==> images/placement_by_type.png <==
Fill, decap, tap and diode cells in gray.
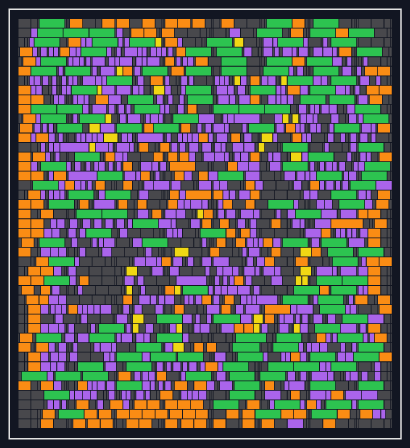
==> images/layer_met3.png <==
The bar under the picture is 20 um long.
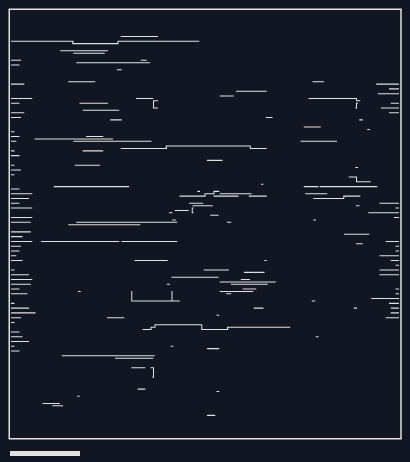
==> images/layer_met2.png <==
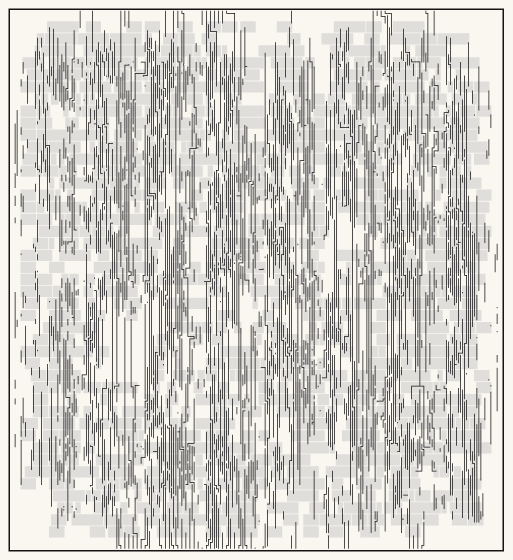
===== src/rtl/qspi_psram_ctrl.sv =====
// Quad-SPI PSRAM back end: runs each merged bus request as one 0xEB quad read
// or 0x38 quad write transaction and returns read data or a write-done pulse.
module qspi_psram_ctrl #(
    parameter int unsigned READ_WAIT = 6,
    parameter int unsigned CS_HIGH   = 2
) (
    input  logic        clk,
    input  logic        rst_n,
    input  logic        read_req,
    input  logic        read_w,
    input  logic        read_hw,
    input  logic [31:0] read_adr,
    input  logic        write_req,
    input  logic        write_w,
    input  logic        write_hw,
    input  logic [31:0] write_adr,
    input  logic [31:0] write_data,
    output logic [31:0] read_data,
    output logic        read_valid,
    output logic        write_done,
    output logic        busy,
    output logic        qspi_cs_n,
    output logic        qspi_sck,
    output logic [3:0]  qspi_sio_o,
    output logic [3:0]  qspi_sio_oe,
    input  logic [3:0]  qspi_sio_i
);

    localparam int unsigned CNT_W   = 8;
    localparam int unsigned ADR_W   = 24;
    localparam int unsigned DATA_W  = 32;
    localparam int unsigned END_LEN = (CS_HIGH > 1) ? CS_HIGH - 1 : 1;
    localparam logic [7:0]  CMD_READ  = 8'hEB;
    localparam logic [7:0]  CMD_WRITE = 8'h38;

    typedef enum logic [2:0] {
        ST_IDLE,
        ST_CMD,
        ST_ADDR,
        ST_WAIT,
        ST_DATA,
        ST_END
    } state_t;

    state_t              state_q, state_d;
    logic [CNT_W-1:0]    cnt_q, cnt_d, last_cnt;
    logic                is_wr_q, is_wr_d;
    logic [1:0]          size_q, size_d;
    logic [ADR_W-1:0]    adr_q, adr_d;
    logic [DATA_W-1:0]   wdata_q, wdata_d;
    logic [DATA_W-1:0]   rbuf_q, rbuf_d;
    logic [DATA_W-1:0]   read_data_q, read_data_d;
    logic                read_valid_q, read_valid_d;
    logic                write_done_q, write_done_d;
    logic                busy_q, busy_d;
    logic                cs_n_q, cs_n_d;
    logic                sck_q, sck_d;
    logic [3:0]          sio_o_q, sio_o_d;
    logic [3:0]          sio_oe_q, sio_oe_d;
    logic [4:0]          rsh, wsh, ash;
    logic [2:0]          cmd_bit;
    logic [7:0]          cmd;
    logic                unused_adr_hi;

    assign unused_adr_hi = ^{read_adr[31:24], write_adr[31:24]};

    function automatic logic [1:0] size_of(input logic w, input logic hw);
        return w ? 2'd3 : (hw ? 2'd1 : 2'd0);
    endfunction

    // State register and all registered outputs
    always_ff @(posedge clk) begin
        if (!rst_n) begin
            state_q      <= ST_IDLE;
            cnt_q        <= '0;
            is_wr_q      <= 1'b0;
            size_q       <= '0;
            adr_q        <= '0;
            wdata_q      <= '0;
            rbuf_q       <= '0;
            read_data_q  <= '0;
            read_valid_q <= 1'b0;
            write_done_q <= 1'b0;
            busy_q       <= 1'b0;
            cs_n_q       <= 1'b1;
            sck_q        <= 1'b0;
            sio_o_q      <= '0;
            sio_oe_q     <= '0;
        end else begin
            state_q      <= state_d;
            cnt_q        <= cnt_d;
            is_wr_q      <= is_wr_d;
            size_q       <= size_d;
            adr_q        <= adr_d;
            wdata_q      <= wdata_d;
            rbuf_q       <= rbuf_d;
            read_data_q  <= read_data_d;
            read_valid_q <= read_valid_d;
            write_done_q <= write_done_d;
            busy_q       <= busy_d;
            cs_n_q       <= cs_n_d;
            sck_q        <= sck_d;
            sio_o_q      <= sio_o_d;
            sio_oe_q     <= sio_oe_d;
        end
    end

    // Last clk count of each state; two clks per SCK, four per data byte
    always_comb begin
        last_cnt = '0;
        case (state_q)
            ST_CMD:  last_cnt = CNT_W'(15);
            ST_ADDR: last_cnt = CNT_W'(11);
            ST_WAIT: last_cnt = CNT_W'(2 * READ_WAIT - 1);
            ST_DATA: last_cnt = CNT_W'({size_q, 2'b11});
            ST_END:  last_cnt = CNT_W'(END_LEN - 1);
            default: last_cnt = '0;
        endcase
    end

    // Next state, request capture and read nibble assembly
    always_comb begin
        state_d      = state_q;
        cnt_d        = cnt_q;
        is_wr_d      = is_wr_q;
        size_d       = size_q;
        adr_d        = adr_q;
        wdata_d      = wdata_q;
        rbuf_d       = rbuf_q;
        read_data_d  = read_data_q;
        read_valid_d = 1'b0;
        write_done_d = 1'b0;
        // Byte at adr first, high nibble first within each byte
        rsh          = {cnt_q[3:2], ~cnt_q[1], 2'b00};

        if (state_q == ST_IDLE) begin
            cnt_d = '0;
            if (write_req) begin
                state_d = ST_CMD;
                is_wr_d = 1'b1;
                size_d  = size_of(write_w, write_hw);
                adr_d   = write_adr[ADR_W-1:0];
                wdata_d = write_data;
                rbuf_d  = '0;
            end else if (read_req) begin
                state_d = ST_CMD;
                is_wr_d = 1'b0;
                size_d  = size_of(read_w, read_hw);
                adr_d   = read_adr[ADR_W-1:0];
                rbuf_d  = '0;
            end
        end else begin
            cnt_d = (cnt_q == last_cnt) ? '0 : cnt_q + CNT_W'(1);
            if (state_q == ST_DATA && !is_wr_q && cnt_q[0]) begin
                rbuf_d = rbuf_q | (DATA_W'(qspi_sio_i) << rsh);
            end
            if (cnt_q == last_cnt) begin
                unique case (state_q)
                    ST_CMD:  state_d = ST_ADDR;
                    ST_ADDR: state_d = (is_wr_q || READ_WAIT == 0) ? ST_DATA : ST_WAIT;
                    ST_WAIT: state_d = ST_DATA;
                    ST_DATA: begin
                        state_d      = ST_END;
                        read_valid_d = !is_wr_q;
                        write_done_d = is_wr_q;
                        if (!is_wr_q) begin
                            read_data_d = rbuf_d;
                        end
                    end
                    default: state_d = ST_IDLE;
                endcase
            end
        end
    end

    // Pin outputs derived from the upcoming state and count
    always_comb begin
        cs_n_d   = 1'b1;
        sck_d    = 1'b0;
        sio_o_d  = '0;
        sio_oe_d = '0;
        busy_d   = (state_d != ST_IDLE);
        wsh      = {cnt_d[3:2], ~cnt_d[1], 2'b00};
        ash      = 5'd20 - {cnt_d[3:1], 2'b00};
        cmd_bit  = ~cnt_d[3:1];
        cmd      = is_wr_d ? CMD_WRITE : CMD_READ;

        case (state_d)
            ST_CMD: begin
                cs_n_d   = 1'b0;
                sck_d    = cnt_d[0];
                sio_o_d  = {3'b000, cmd[cmd_bit]};
                sio_oe_d = 4'b0001;
            end
            ST_ADDR: begin
                cs_n_d   = 1'b0;
                sck_d    = cnt_d[0];
                sio_o_d  = 4'(adr_d >> ash);
                sio_oe_d = 4'b1111;
            end
            ST_WAIT: begin
                cs_n_d = 1'b0;
                sck_d  = cnt_d[0];
            end
            ST_DATA: begin
                cs_n_d = 1'b0;
                sck_d  = cnt_d[0];
                if (is_wr_d) begin
                    sio_o_d  = 4'(wdata_d >> wsh);
                    sio_oe_d = 4'b1111;
                end
            end
            default: ;
        endcase
    end

    assign read_data   = read_data_q;
    assign read_valid  = read_valid_q;
    assign write_done  = write_done_q;
    assign busy        = busy_q;
    assign qspi_cs_n   = cs_n_q;
    assign qspi_sck    = sck_q;
    assign qspi_sio_o  = sio_o_q;
    assign qspi_sio_oe = sio_oe_q;

endmodule


===== config.mk =====
export PLATFORM = sky130hd
export DESIGN_NAME = qspi_psram_ctrl
export DESIGN_NICKNAME = d
export VERILOG_FILES = /design/src/rtl/qspi_psram_ctrl.sv
export SDC_FILE = /design/constraint.sdc
export NUM_CORES = 1
export LEC_CHECK = 0
export CAP_MARGIN = 20
export CORE_ASPECT_RATIO = 1.1
export CORE_MARGIN = 2
export CORE_UTILIZATION = 52
export CTS_BUF_LIST = sky130_fd_sc_hd__clkbuf_2
export CTS_CLUSTER_SIZE = 30
export DETAILED_ROUTE_END_ITERATION = 8
export MAX_ROUTING_LAYER = met4
export PLACE_DENSITY_LB_ADDON = 0.25
export SYNTH_ARGS = -nofsm -noshare
export SYNTH_HDL_FRONTEND = slang
export SYNTH_SLANG_ARGS = --single-unit
export TNS_END_PERCENT = 30

===== constraint.sdc =====
create_clock -name clk -period 2.74 [get_ports clk]
set_input_delay 0.548 -clock clk [delete_from_list [all_inputs] [get_ports clk]]
set_output_delay 0.548 -clock clk [all_outputs]
set_load 0.005 [all_outputs]

==> impl_metrics.py <==
# Physical implementation metrics
metrics = {
    "synthesis": {
        "yosys-stat-area_mm2": 0.006598,
        "flop_cell": "dfxtp_1",
        "synth_flops": 145,
        "async_flop_share_pct": 0,
        "synth.avg_cell_area_um2": 8.175,
        "yosysTopAreaCellShare_pct": 44.00,
        "ys_seq_share_pct": 44.00,
        "common_cells": "dfxtp_1 (145), nand2_1 (125), nor2_1 (95), a21oi_1 (76), clkbuf_1 (53)",
        "syn-cell-area_mm2": 0.006598,
    },
    "critical_path": {
        "critPathSlowestCell": "dfxtp_4",
        "worstPathCellList": "buf_4, or3b_1, and3_1, a211oi_4, buf_4, nand2_4, nor3_4, buf_12, nor2_1, a211oi_2",
        "critPathLaunch": "state_q[2]$_SDFF_PN0_",
        "cp-end-kind": "register",
        "reg2reg_depth": 10,
        "cp.required_ns": 3.40,
        "r2r-start": "state_q[2]$_SDFF_PN0_",
        "cp.arrival_ns": 3.28,
    },
    "placement": {
        "dp.cells": 1112,
        "place.gp.congestion": 0.9332,
    },
    "hold_path": {
        "worst_hold_path_type": "in2reg",
        "worstHoldEndpoint": "wdata_q[17]$_SDFF_PN0_",
        "hold_depth": 3,
        "hp-start": "write_data[17]",
    },
    "clocking": {
        "insertion_delay_ns": 0.74,
        "clock-sinks": 145,
    },
    "floorplan": {
        "dieArea_mm2": 0.01361,
        "coreArea_mm2": 0.01248,
        "io_pins": 153,
        "fp_util_pct": 52.86,
    },
    "detailed_routing": {
        "drc": 0,
        "routedWlPerCell_um": 17.58,
    },
    "run": {
        "log.warning_count": 43,
        "max_cap_viol_count": 0,
    },
    "run_status": {
        "outcome": "complete, no violations",
    },
    "power_and_ir_drop": {
        "peakVddDrop_mv": 0.3518,
        "p_total_w": 0.006121,
        "leakage_nw": 3.208,
    },
    "layout": {
        "fin_area_mm2": 0.008792,
        "area_delta_synth_final_pct": 33.26,
        "final_layout_top_logic_cells": "dfxtp_1 (142), clkdlybuf4s50_1 (136), nand2_1 (125), nor2_1 (94), buf_4 (80)",
    },
    "grt": {
        "grt_use_met1_pct": 34.29,
        "met3_usage_pct": 4.776,
        "antenna_found_initial": 0,
        "groute.usage.overall_pct": 29.80,
    },
    "sta": {
        "fin_hold_ws_ns": 0.3317,
        "setup_violations": 0,
        "drv_slew": 0,
        "rsz0062_at_grt": "yes",
    },
}
Notes on placement_by_type.png above:
color	class	cells	share of their area
orange	remaining buffers and delay cells	220	24%
yellow	clock drivers and dummy loads	32	2.4%
purple	combinational and other logic	593	40%
green	sequential cells	145	34%

Notes on layer_met3.png above:
longest straight run	28.5 um
wire length on this layer	952 um
main direction	horizontal

Notes on layer_met2.png above:
nets with wire on the layer	938
wire length on this layer	10,500 um
longest straight run	61.2 um

-- flip-flops by register name (all words and copies together), names as in the netlist, 2 cells and up --
register and cells:
adr_q 24, cnt_q 8, qspi_sio_o 4, qspi_sio_oe 2, rbuf_q 32, read_data 32, size_q 2, state_q 3
wdata_q 32
-- cell type report --
class / instances / area, um2
fillers: 1035 / 3690
multi-input cells: 587 / 3407
flip-flops and latches: 145 / 2909
repair buffers: 220 / 2047
well taps: 157 / 196.4
clock inverters: 14 / 120.1
clock buffers: 18 / 90.09
inverters: 6 / 22.52
-- what timing repair did --
action,CTS,global route
resized,1,8
hold endpoints to repair,0,0
setup buffers,0,2
gates cloned,0,1
setup endpoints to repair,1,20
hold buffers,0,0
pin swaps,0,3
-- cell families (layout without fill, tap and decap cells) --
family | Yosys count | count (layout) | synth area share (%)
compound gates | 271 | 271 | 27.50
xor+xnor | 8 | 8 | 1.062
fa+ha+maj | 1 | 1 | 0.1896
buf+inv | 75 | 258 | 4.798
flops | 145 | 145 | 44.00
mux | 16 | 16 | 2.883
simple gates | 291 | 291 | 19.57
-- worst min-delay path: stages --
cell             delay, ns
clkdlybuf4s50_1       0.40
nand2_1               0.06
a21oi_1               0.05
-- power breakdown --
group / switching (W) / internal [W] / leakage [nW] / total (W)
sequential: 0.000146 / 0.00234 / 1.18 / 0.00249
combinational: 0.00137 / 0.00111 / 1.90 / 0.00248
clock: 0.000879 / 0.000271 / 0.128 / 0.00115
total: 0.00239 / 0.00373 / 3.21 / 0.00612
-- routing by layer --
metal | share of wire [%] | wire (um)
met1 | 41 | 8260
met3 | 4.7 | 952
met5 | 0 | 0
met2 | 52 | 10450
met4 | 2.5 | 499
Power is estimated from default activity; no workload was simulated.
